<file path="src/rtl/conv_seq_ctrl.sv">
// conv_seq_ctrl: frame sequencer for a sliding-window convolution engine.
// After a start request it runs a cycle counter over the whole frame, then
// raises a capture strobe with (row, col, address) for each valid output
// pixel once the pipeline has filled.
// Optional feature: define CONV_SEQ_HOLD_EN to make the hold input stall the
// sequencer. Without it, hold is accepted but has no effect.

module conv_seq_ctrl #(
  parameter  int IMG_W   = 8,
  parameter  int KSZ     = 3,
  parameter  int LEAD    = 20,
  localparam int OUT_W   = IMG_W - KSZ + 1,
  localparam int CNT_MAX = LEAD + OUT_W * IMG_W - 1,
  localparam int CNT_W   = $clog2(CNT_MAX + 1)
) (
  input  logic             clk,
  input  logic             rst_n,
  input  logic             start,
  input  logic             hold,
  output logic             busy,
  output logic             done,
  output logic [CNT_W-1:0] cnt,
  output logic             cap_en,
  output logic [2:0]       out_row,
  output logic [2:0]       out_col,
  output logic [5:0]       out_addr,
  output logic             out_last
);

  typedef enum logic [1:0] {
    IDLE = 2'd0,
    RUN  = 2'd1,
    DONE = 2'd2
  } state_t;

  state_t           state;
  state_t           state_nxt;
  logic             stall;
  logic             in_window;
  logic [CNT_W-1:0] rel;

`ifdef CONV_SEQ_HOLD_EN
  assign stall = hold;
`else
  // hold is kept on the port for pin compatibility but deliberately unused.
  logic hold_unused;
  assign hold_unused = hold;
  assign stall       = 1'b0;
`endif

  // Frame-position decode: past the fill latency, each input row of IMG_W
  // cycles yields OUT_W valid results followed by KSZ-1 dead cycles.
  assign rel       = cnt - CNT_W'(LEAD);
  assign in_window = (cnt >= CNT_W'(LEAD)) &&
                     ((rel % CNT_W'(IMG_W)) < CNT_W'(OUT_W));

  // State register.
  always_ff @(posedge clk or negedge rst_n) begin
    // NOTE: state elements use non-blocking assignments so every register
    // samples the pre-edge values regardless of block ordering.
    if (!rst_n) state <= IDLE;
    else        state <= state_nxt;
  end

  // Next-state logic and state-decoded status outputs.
  always_comb begin
    // NOTE: every output of this block gets a default first, so no path
    // through the case can leave a value unassigned and infer a latch.
    state_nxt = state;
    busy      = 1'b0;
    done      = 1'b0;
    unique case (state)
      IDLE: begin
        if (start) state_nxt = RUN;
      end
      RUN: begin
        busy = 1'b1;
        if (!stall && (cnt == CNT_W'(CNT_MAX))) state_nxt = DONE;
      end
      DONE: begin
        done      = 1'b1;
        state_nxt = IDLE;
      end
      default: state_nxt = IDLE;
    endcase
  end

  // Capture strobe only while actively sequencing and not stalled.
  assign cap_en = busy && !stall && in_window;

  // Frame cycle counter: advances in RUN unless stalled, parked at 0 otherwise.
  always_ff @(posedge clk or negedge rst_n) begin
    if (!rst_n) begin
      cnt <= '0;
    end else if (state == RUN) begin
      if (!stall) begin
        if (cnt == CNT_W'(CNT_MAX)) cnt <= '0;
        else                        cnt <= cnt + 1'b1;
      end
    end else begin
      cnt <= '0;
    end
  end

  // Output pixel coordinates: cleared when a frame is accepted, stepped in
  // raster order on every capture.
  always_ff @(posedge clk or negedge rst_n) begin
    if (!rst_n) begin
      out_row <= '0;
      out_col <= '0;
    end else if ((state == IDLE) && start) begin
      out_row <= '0;
      out_col <= '0;
    end else if (cap_en) begin
      if (out_col == 3'(OUT_W - 1)) begin
        out_col <= '0;
        out_row <= out_row + 1'b1;
      end else begin
        out_col <= out_col + 1'b1;
      end
    end
  end

  // Flat result address and end-of-frame marker.
  assign out_addr = 6'(out_row) * 6'(OUT_W) + 6'(out_col);
  assign out_last = cap_en && (out_addr == 6'(OUT_W * OUT_W - 1));

endmodule

</file>
<file path="config.mk">
export PLATFORM = sky130hd
export DESIGN_NAME = conv_seq_ctrl
export DESIGN_NICKNAME = d
export VERILOG_FILES = /design/src/rtl/conv_seq_ctrl.sv
export SDC_FILE = /design/constraint.sdc
export NUM_CORES = 1
export LEC_CHECK = 0
export CAP_MARGIN = 0
export CORE_MARGIN = 8
export CORE_UTILIZATION = 64
export CTS_BUF_LIST = sky130_fd_sc_hd__clkbuf_8
export CTS_CLUSTER_DIAMETER = 120
export DETAILED_ROUTE_END_ITERATION = 12
export DONT_BUFFER_PORTS = 1
export GPL_ROUTABILITY_DRIVEN = 0
export PLACE_DENSITY_LB_ADDON = 0.1
export SYNTH_ARGS = -nofsm -noshare
export SYNTH_HDL_FRONTEND = slang
export SYNTH_SLANG_ARGS = --single-unit
</file>
<file path="constraint.sdc">
create_clock -name clk -period 2.5 [get_ports clk]
set_input_delay 0.5 -clock clk [delete_from_list [all_inputs] [get_ports clk]]
set_output_delay 0.5 -clock clk [all_outputs]
set_load 0.03 [all_outputs]
</file>
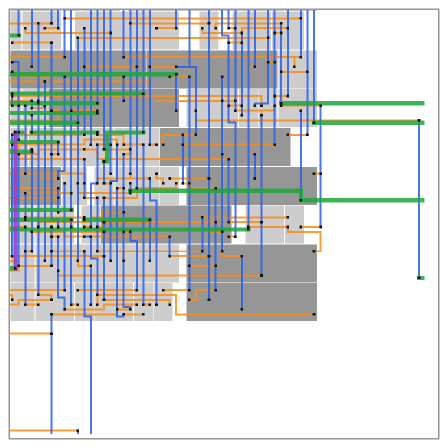
(a small window of the routed layout)
Window x 24 to 54, y 0 to 30 um. Cells in grey, sequential cells in the stronger grey; small squares are vias.
colour	layer
blue	M2
purple	M4
orange	M1
green	M3
most frequent	nor2_1 (8), buf_4 (8), dfrtp_1 (7)
netlist names of flops here include	cnt (3), out_col (2), state (2)
cells with their middle in the window	40
sequential cells in the window	8

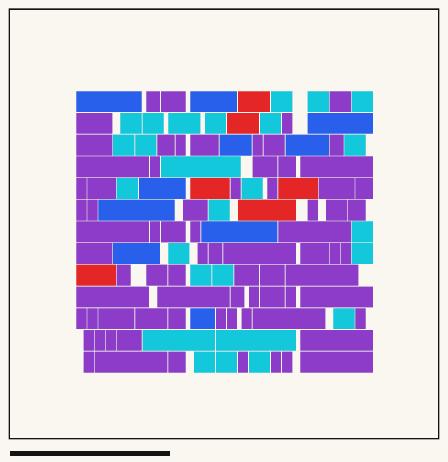
(cell sizes after repair)
The bar under the picture is 20 um long.
colour	size	cells	share
blue	x2	10	8.5%
red	x6 and larger	6	5.1%
cyan	x3 and x4	26	22%
purple	x1 and smaller	76	64%
final worst setup slack: -0.1569 ns
area grow syn2layout: 37.93%
final design instance area without fill: 1251 um^2
bufs w/o clock: 26

==> summary.txt <==
Placed cell areas: 1121 um^2
Rows: 13
RSZ-0062 raised after global routing: true
Diode count: 0
Drt via density: 6.436
Total GRT Usage: 22.89%
Hold Crit Start: start
HPWL after DPL: 1853 um
Detailed-route wire length per cell: 23.80 um
Root Driver: clkbuf_8
Reg clk slew, reported paths: 0.06 ns
Reg-to-reg endpoint: out_row[1]
First-pass GRT wire length: 4643 um
Worst R2R Setup Slack: 0.44 ns
Cell Pwr Density: 352.4 nW/um^2
Largest type area fraction: 41.38%
Die Y: 53.65 um
GRT Residual Overflow: 0
Met2 usage: 41.80%
Metal-1 WL: 1103 um
Met2 wire len: 1687 um
Period utilization: 106.3%
Yosys warns: 0
Post-Syn Instances: 89
Tot Pwr: 0.0004409 W
Clk latency late pin: 0.25 ns
Avg Cell Area, Syn: 10.19 um^2
CTS H-tree depth: 1
Nets@finish: 132
Die width: 53.65 um
Internal Power: 0.0003528 W
Tool warnings: 34
Most numerous logic cell after layout: buf_4
Yosys Chip Area: 907.1 um^2
Pre-Place Util: 68.85%
Worst slew pin tran: 0.6602 ns
Multi-input gates: 68
Post-CTS sizing: 1
Via count: 856
Maximum root-to-sink buffer count: 2
ANT nets after route: 0
Sequential cell area fraction in the yosys report: 41.38%
Most instantiated logic cells after routing: buf_4 (22), nor2_1 (13), dfrtp_1 (13)
Final worst setup slack: -0.1569 ns
CP Max Fanout: 3
Postcts setup bufs: 5
Cells after DPL: 121
DR WL met3: 339 um
CTS tree: done
Status: finished, violations left
GR Layer Usage met3: 9.091%
R2R Path Start: state[1]
Vias in the first global route: 871
Logic share of the area: 45.80%
Peak Freq: 376.4 MHz
Crit path buffers/inverters: 0
GR Util met1: 24.55%
Hold Buf Count CTS: 1
WHS Path Cells: 2
Largest net degree at the start of global routing: 16
Worst reg-to-reg path cell count: 4
Net Count, Synth: 102
Final cell count without fillers: 133
Setup TNS: -0.2823 ns
Worst path cell trace: ha_4 -> fa_2 -> and3_4 -> xnor2_4 -> and4b_2
Critical path class: reg -> out
Critical Path AT: 2.16 ns
Fill cells: 30
Clock buffer count from CTS: 3
Setup violators final: 2
Layout clock buffer count: 3
Buffering overhead: 17.40%
Maximum vdd drop: 0.4152 mV
Max Cap Viol: 0
Count of flip-flops and latches: 15
Final Skew: 0.001891 ns
Slew margin rel.: 55.84%
Failing checks: negative setup slack
Cell Area, Synth: 907.1 um^2
Sw Pwr: 0.00008819 W
Post-synth cell types: 28
Reg with most FFs: cnt
Mux frac, synth: 3.448%
Inverters: 5
Clock group share of total power: 43.7%
Ao+oa area frac: 7.448%
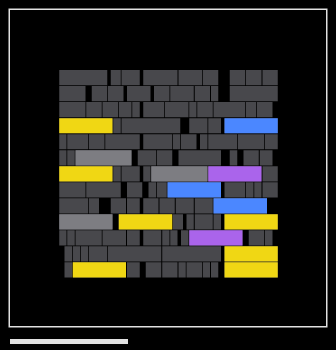
(sequential cells grouped by signal name)
The bar under the picture is 20 um long. Other sequential cells in the stronger grey, the rest of the logic in the fainter grey.
colour	name in the netlist	placed flops
purple	state	2
blue	out_col	3
yellow	cnt	7
not coloured	3
Power Sequential: 0.000243 W
register area: 377.9 um^2
fraction of area in registers: 30.20%
final core occ: 94.97%

==> worst max-delay path by stage <==
stage | depth (start not counted) | startpoint | endpoint | slack, ns
after floorplan | 6 | out_row[1] | out_last | -0.08
after global placement | 6 | out_row[0] | out_last | 0.13
after detailed placement | 6 | out_row[0] | out_last | 0.08
after CTS | 5 | out_row[0] | out_last | -0.15
after global routing | 5 | out_row[0] | out_last | -0.20
final | 5 | out_row[0] | out_last | -0.16
==> power groups by stage <==
stage / Combinational, W / Sequential (W) / Clock, W
floorplan: 0.0000000296 / 0.000247 / 0
global placement: 0.0000000297 / 0.000247 / 0
detailed placement: 0.0000000297 / 0.000247 / 0
CTS: 0.00000578 / 0.000243 / 0.000188
global route: 0.00000654 / 0.000243 / 0.000199
finish: 0.00000551 / 0.000243 / 0.000193
Power and IR drop assume default switching activity.
